Run 1, sizing map:
(4 px per um)
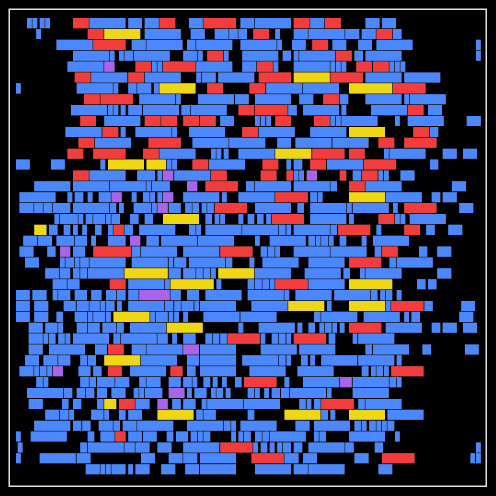
Run 1, cell outlines without signal wires:
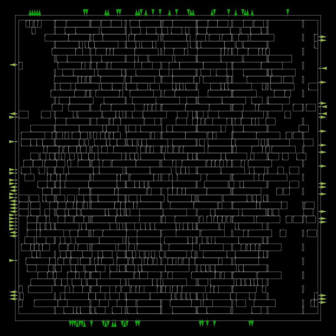
Run 1, ports around the boundary:
(4 px per um) Pins as bars across the die edge, other pins in gray.
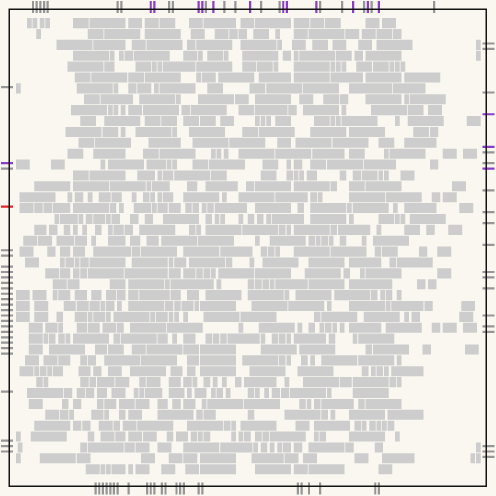
Run 1, selected gate families:
(4 px per um)
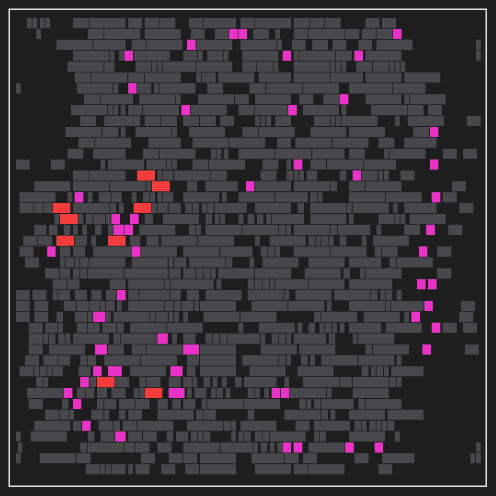
$ cat src/rtl/avr_fetch_queue_if.sv
// Bundle between avr_fetch_queue, the synchronous program memory and the avr_cpu core.
// The master modport belongs to the queue; the slave modport is the memory/core side.
interface avr_fetch_queue_if;
  logic [15:0] p_addr;
  logic        p_en;
  logic [15:0] p_data;
  logic [15:0] instr;
  logic [15:0] instr_ext;
  logic        instr_is32;
  logic [15:0] instr_pc;
  logic        instr_valid;
  logic        instr_take;
  logic        redirect;
  logic [15:0] redirect_pc;

  modport master (
    output p_addr, p_en, instr, instr_ext, instr_is32, instr_pc, instr_valid,
    input  p_data, instr_take, redirect, redirect_pc
  );

  modport slave (
    input  p_addr, p_en, instr, instr_ext, instr_is32, instr_pc, instr_valid,
    output p_data, instr_take, redirect, redirect_pc
  );
endinterface

$ cat src/rtl/avr_fetch_queue.sv
// AVR instruction prefetch queue: streams program words into a small FIFO and presents one instruction per cycle.
// Define AVR_FETCH_QUEUE_LONG_EN to pair LDS/STS/JMP/CALL with their extension word; otherwise every word is 16-bit.
module avr_fetch_queue #(
  parameter int DEPTH = 4
) (
  input logic              CLK,
  input logic              RST,
  avr_fetch_queue_if.master bus
);

  localparam int PTR_W = $clog2(DEPTH);
  localparam int CNT_W = PTR_W + 1;
  localparam logic [CNT_W:0] DEPTH_V = (CNT_W + 1)'(DEPTH);

  logic [15:0]      fa_q, fa_d;
  logic [CNT_W-1:0] count_q, count_d;
  logic             inf_q, inf_d;
  logic             kill_q, kill_d;
  logic [PTR_W-1:0] rd_q, rd_d;
  logic [PTR_W-1:0] wr_q, wr_d;
  logic [15:0]      word_q [DEPTH];
  logic [15:0]      word_d [DEPTH];
  logic [15:0]      pc_q [DEPTH];
  logic [15:0]      pc_d [DEPTH];

  logic [15:0]      head_word;
  logic [15:0]      head_pc;
  logic [15:0]      head_ext;
  logic             has_head;
  logic             head_long;
  logic             head_valid;
  logic [CNT_W-1:0] pop_n;
  logic [CNT_W-1:0] count_pop;
  logic [CNT_W:0]   pending;
  logic             issue;
  logic             push;

  assign head_word = word_q[rd_q];
  assign head_pc   = pc_q[rd_q];
  assign has_head  = (count_q != '0);

`ifdef AVR_FETCH_QUEUE_LONG_EN
  function automatic logic is_long(input logic [15:0] w);
    is_long = ((w[15:10] == 6'b100100) && (w[3:0] == 4'b0000)) ||
              ((w[15:9] == 7'b1001010) && (w[3:2] == 2'b11));
  endfunction

  logic [PTR_W-1:0] rd_next;
  assign rd_next    = rd_q + PTR_W'(1);
  assign head_long  = has_head & is_long(head_word);
  assign head_valid = head_long ? (count_q >= CNT_W'(2)) : has_head;
  assign head_ext   = head_long ? word_q[rd_next] : 16'h0000;
`else
  assign head_long  = 1'b0;
  assign head_valid = has_head;
  assign head_ext   = 16'h0000;
`endif

  // Issue looks at occupancy after this cycle's pop and reserves a slot for the word still in flight.
  assign pop_n     = (head_valid & bus.instr_take) ? (head_long ? CNT_W'(2) : CNT_W'(1)) : '0;
  assign count_pop = count_q - pop_n;
  assign pending   = {1'b0, count_pop} + {{CNT_W{1'b0}}, inf_q};
  assign issue     = ~RST & ~bus.redirect & (pending < DEPTH_V);
  assign push      = inf_q & ~kill_q;

  assign bus.p_addr      = fa_q;
  assign bus.p_en        = issue;
  assign bus.instr       = has_head ? head_word : 16'h0000;
  assign bus.instr_pc    = has_head ? head_pc : 16'h0000;
  assign bus.instr_is32  = head_long;
  assign bus.instr_ext   = head_ext;
  assign bus.instr_valid = head_valid;

  // A redirect discards the queue contents and any pending take; nothing is issued in that cycle.
  always_comb begin
    fa_d    = fa_q;
    count_d = count_q;
    inf_d   = issue;
    kill_d  = 1'b0;
    rd_d    = rd_q;
    wr_d    = wr_q;
    word_d  = word_q;
    pc_d    = pc_q;
    if (bus.redirect) begin
      count_d = '0;
      rd_d    = wr_q;
      fa_d    = bus.redirect_pc;
      kill_d  = inf_q;
    end else begin
      if (issue) begin
        fa_d = fa_q + 16'd1;
      end
      if (push) begin
        word_d[wr_q] = bus.p_data;
        pc_d[wr_q]   = fa_q - 16'd1;
        wr_d         = wr_q + PTR_W'(1);
      end
      count_d = count_pop + {{(CNT_W-1){1'b0}}, push};
      rd_d    = rd_q + pop_n[PTR_W-1:0];
    end
  end

  always_ff @(posedge CLK or posedge RST) begin
    if (RST) begin
      fa_q    <= 16'h0000;
      count_q <= '0;
      inf_q   <= 1'b0;
      kill_q  <= 1'b0;
      rd_q    <= '0;
      wr_q    <= '0;
      word_q  <= '{default: '0};
      pc_q    <= '{default: '0};
    end else begin
      fa_q    <= fa_d;
      count_q <= count_d;
      inf_q   <= inf_d;
      kill_q  <= kill_d;
      rd_q    <= rd_d;
      wr_q    <= wr_d;
      word_q  <= word_d;
      pc_q    <= pc_d;
    end
  end

endmodule

$ cat src/flat_wrapper.sv
// flat-port wrapper written by rule: the top's interface ports become plain ports
module avr_fetch_queue_flat 
#(
  parameter int DEPTH = 4
)
  (CLK, RST, bus_p_addr, bus_p_en, bus_instr, bus_instr_ext, bus_instr_is32, bus_instr_pc, bus_instr_valid, bus_p_data, bus_instr_take, bus_redirect, bus_redirect_pc);
  avr_fetch_queue_if bus_i ();
  input logic CLK;
  input logic RST;
  output wire logic [$bits(bus_i.p_addr)-1:0] bus_p_addr;
  output wire logic [$bits(bus_i.p_en)-1:0] bus_p_en;
  output wire logic [$bits(bus_i.instr)-1:0] bus_instr;
  output wire logic [$bits(bus_i.instr_ext)-1:0] bus_instr_ext;
  output wire logic [$bits(bus_i.instr_is32)-1:0] bus_instr_is32;
  output wire logic [$bits(bus_i.instr_pc)-1:0] bus_instr_pc;
  output wire logic [$bits(bus_i.instr_valid)-1:0] bus_instr_valid;
  input wire logic [$bits(bus_i.p_data)-1:0] bus_p_data;
  input wire logic [$bits(bus_i.instr_take)-1:0] bus_instr_take;
  input wire logic [$bits(bus_i.redirect)-1:0] bus_redirect;
  input wire logic [$bits(bus_i.redirect_pc)-1:0] bus_redirect_pc;
  assign bus_p_addr = bus_i.p_addr;
  assign bus_p_en = bus_i.p_en;
  assign bus_instr = bus_i.instr;
  assign bus_instr_ext = bus_i.instr_ext;
  assign bus_instr_is32 = bus_i.instr_is32;
  assign bus_instr_pc = bus_i.instr_pc;
  assign bus_instr_valid = bus_i.instr_valid;
  assign bus_i.p_data = bus_p_data;
  assign bus_i.instr_take = bus_instr_take;
  assign bus_i.redirect = bus_redirect;
  assign bus_i.redirect_pc = bus_redirect_pc;
  avr_fetch_queue #(.DEPTH(DEPTH)) u_core (.CLK(CLK), .RST(RST), .bus(bus_i));
endmodule
$ cat config.mk
export PLATFORM = sky130hd
export DESIGN_NAME = avr_fetch_queue_flat
export DESIGN_NICKNAME = d
export VERILOG_FILES = /design/src/rtl/avr_fetch_queue_if.sv /design/src/rtl/avr_fetch_queue.sv /design/src/flat_wrapper.sv
export SDC_FILE = /design/constraint.sdc
export NUM_CORES = 1
export LEC_CHECK = 0
export CORE_UTILIZATION = 55
export DETAILED_ROUTE_END_ITERATION = 10
export PLACE_DENSITY = 0.79
export SYNTH_ARGS = -nofsm -noshare
export SYNTH_HDL_FRONTEND = slang
export SYNTH_SLANG_ARGS = --single-unit
$ cat constraint.sdc
create_clock -name CLK -period 8.1 [get_ports CLK]
set_input_delay 2.43 -clock CLK [delete_from_list [all_inputs] [get_ports CLK]]
set_output_delay 2.43 -clock CLK [all_outputs]
set_load 0.02 [all_outputs]
==> run summary, run 1 <==
run results: TritonCTS Buffers=17, Final non-clock buffer share=10.2%, Post-Synth AOI/OAI Area=7.19%, met1 WL=7070 um, CP endpoint=bus_p_en, Seq. pwr=1.33 mW, Yosys warning total=0, Seq area share=42.7%, post-layout util=67.4%, ratio of cells with drive above 1 in the final layout=17.3%, Simple Share, Synth=14.4%, Int Pwr=2.33 mW, 1st-pass router iterations=4, Hold Path End=u_core.word_q[59], Final Setup Violations=0, Top cells by area=dfrtp_1, mux4_2, mux2_2, nand2_1, o21ai_0, worst r2r path cells=7, run status=completed, Buf/Inv on CP=3, DRT antenna net count=0, Non-clock inverters=11, clock buffer depth=2, Worst-Margin Slew=1.10 ns, number of enable flip-flop cells=0, htree depth=4, Final Hold Violation Tally=0, hold_buf cts=0, setup TNS=0 ns, Reg2Reg Setup Slack=5.26 ns, Setup Crit Path Kind=in -> out, clk root buf=clkbuf_16, DRT iter0 DRCs=307, GRT met3 Usage=5.27%, cycle use final=90.6%, grt met1 use=33.9%, GR Util met2=42.6%
About 'sizing map':
legend:
  red:
    size: drive 2
    cells: 90
    share: 12%
  yellow:
    size: drive 6 and up
    cells: 24
    share: 3.2%
  blue:
    size: drive 1 or less
    cells: 617
    share: 83%
  purple:
    size: drive 3 to 4
    cells: 15
    share: 2.0%
final worst slack: 0.761 ns
Non-clock buffers: 93
post-route cell area: 8960 um2
area delta synth->final: 19.3%

About 'cell outlines without signal wires':
seq_cells: 153
Layout Cells excl Fill: 922
core area: 13300 um2

About 'ports around the boundary':
legend:
  red:
    port: bus_instr_take
    pins: 1
    direction: input
    edge: left
  purple:
    port: bus_instr
    pins: 16
    direction: output
    edge: 12 top, 3 right, 1 left
all pins by edge: 31 top, 27 left, 24 bottom, 21 right
# port buffers: 85
Die Wd: 119 um

About 'selected gate families':
legend:
  magenta:
    family: AND and OR gates
    cells: 52
    most_used: and2_1
    where: all over the die
  red:
    family: adder and majority cells
    cells: 9
    most_used: ha_1

## Run 2: what changed since run 1
ABC_CLOCK_PERIOD_IN_PS = 8100   (was unset)
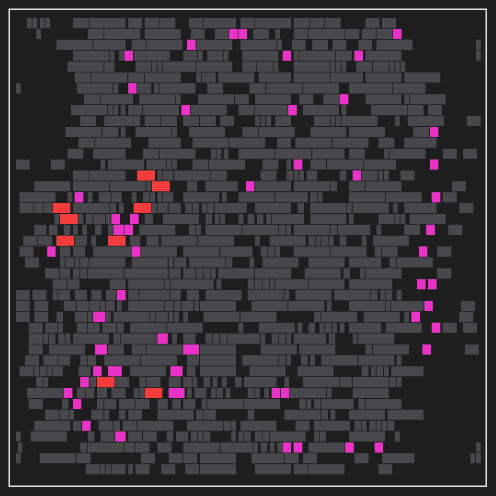
Run 2: selected gate families
(4 px per um)
legend:
  magenta:
    family: AND and OR gates
    cells: 52
    most_used: and2_1
    where: all over the die
  red:
    family: adder and majority cells
    cells: 9
    most_used: ha_1
most numerous logic cell after layout: dfrtp_1
Comb/total area: 37.2%

==> run summary, run 2 <==
run results: hold_buf cts=0, crit-path leading delay family=buffers and inverters, CP endpoint=bus_p_en, Reg2Reg Setup Slack=5.26 ns, Final Hold Violation Tally=0, clock buffer depth=2, Non-clock buffers=93, Buf/Inv on CP=3, Simple Share, Synth=14.4%, setup TNS=0 ns, area delta synth->final=19.3%, Hold Path End=u_core.word_q[59], post-layout util=67.4%, TritonCTS Buffers=17, Non-clock inverters=11, number of enable flip-flop cells=0, Setup Crit Path Kind=in -> out, seq_cells=153, Layout Cells excl Fill=922, DRT iter0 DRCs=307, worst r2r path cells=7, Seq area share=42.7%, 1st-pass router iterations=4, post-route cell area=8960 um2, GRT met3 Usage=5.27%, met1 WL=7070 um, Yosys warning total=0, clk root buf=clkbuf_16, # port buffers=85, htree depth=4, Final non-clock buffer share=10.2%, final worst slack=0.761 ns, ratio of cells with drive above 1 in the final layout=17.3%, cycle use final=90.6%, Fill cells=944, top-count cell post-synth=dfrtp_1, Int Pwr=2.33 mW, cell mode on critical path=clkdlybuf4s50_1, grt met1 use=33.9%, run status=completed, Clock Power Share=23.4%, core area=13300 um2, Post-Synth AOI/OAI Area=7.19%, GR Util met2=42.6%, Die Wd=119 um, Leading cell kind=registers, Top cells by area=dfrtp_1, mux4_2, mux2_2, nand2_1, o21ai_0
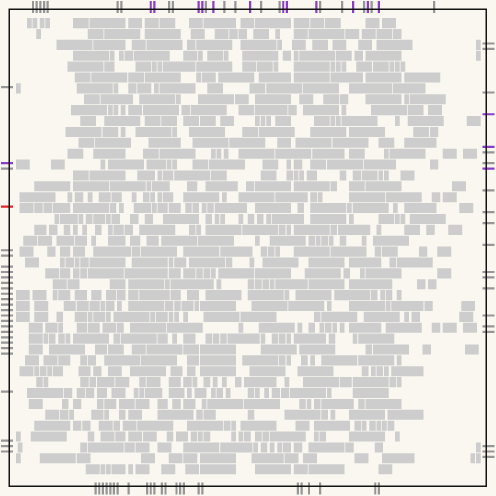
Run 2: ports around the boundary
(4 px per um) Pins as bars across the die edge, other pins in gray.
legend:
  purple:
    port: bus_instr
    pins: 16
    direction: output
    edge: 12 top, 3 right, 1 left
  red:
    port: bus_instr_take
    pins: 1
    direction: input
    edge: left
all pins by edge: 31 top, 27 left, 24 bottom, 21 right
Die Span Y: 119 um

Run 2, sizing map:
(4 px per um)
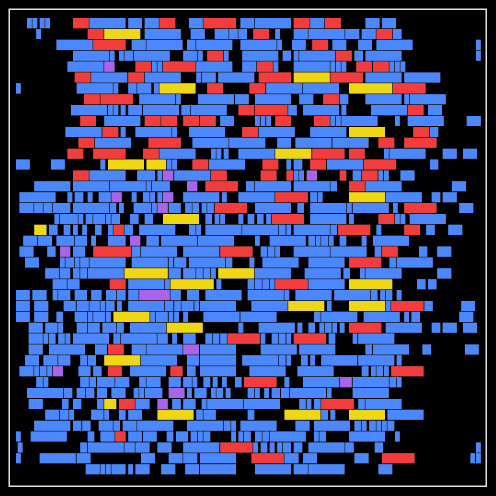

## Run 3: what changed since run 2
ABC_CLOCK_PERIOD_IN_PS = 6100   (was 8100)
CORE_UTILIZATION = 50   (was 55)
PLACE_DENSITY = 0.76   (was 0.79)
clock period = 6.1 ns   (was 8.1 ns; I/O delays follow)
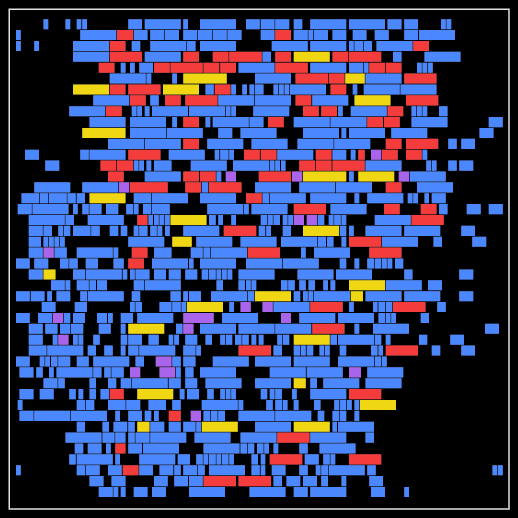
Run 3: sizing map
(4 px per um)
post-route cell area: 9000 um2
area delta synth->final: 19.8%
final worst slack: 0.513 ns
Non-clock buffers: 96

==> run summary, run 3 <==
run results: run status=completed, Top cells by area=dfrtp_1, mux4_2, mux2_2, nand2_1, o21ai_0, hold_buf cts=0, DRT iter0 DRCs=333, setup TNS=0 ns, Int Pwr=3.08 mW, TritonCTS Buffers=17, top-count cell post-synth=dfrtp_1, CP endpoint=bus_p_en, Seq area share=42.6%, clk root buf=clkbuf_16, Post-Synth AOI/OAI Area=7.19%, Yosys warning total=0, Die Wd=125 um, Clock Power Share=23.3%, 1st-pass router iterations=5, Leading cell kind=registers, seq_cells=153, Hold Path End=u_core.pc_q[20], GR Util met2=36.2%, ratio of cells with drive above 1 in the final layout=18.0%, Setup Crit Path Kind=in -> out, DRT antenna net count=0, GRT met3 Usage=4.47%, Die Span Y=125 um, # port buffers=85, Seq. pwr=1.79 mW, Reg2Reg Setup Slack=3.21 ns, htree depth=4, post-layout util=61.7%, grt met1 use=29.8%, worst r2r path cells=7, Worst-Margin Slew=1.13 ns, Comb/total area=37.1%, Non-clock inverters=11
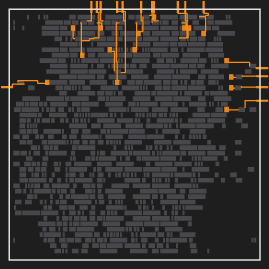
Run 3: nets reached from selected ports
(2 px per um)
legend:
  orange:
    port: bus_instr
    direction: output
    end_cells: 16
    buffers: 16
    wire: 325 um
number of top-level pins: 103

No activity file was given, so power comes from the tool's default toggle rates.
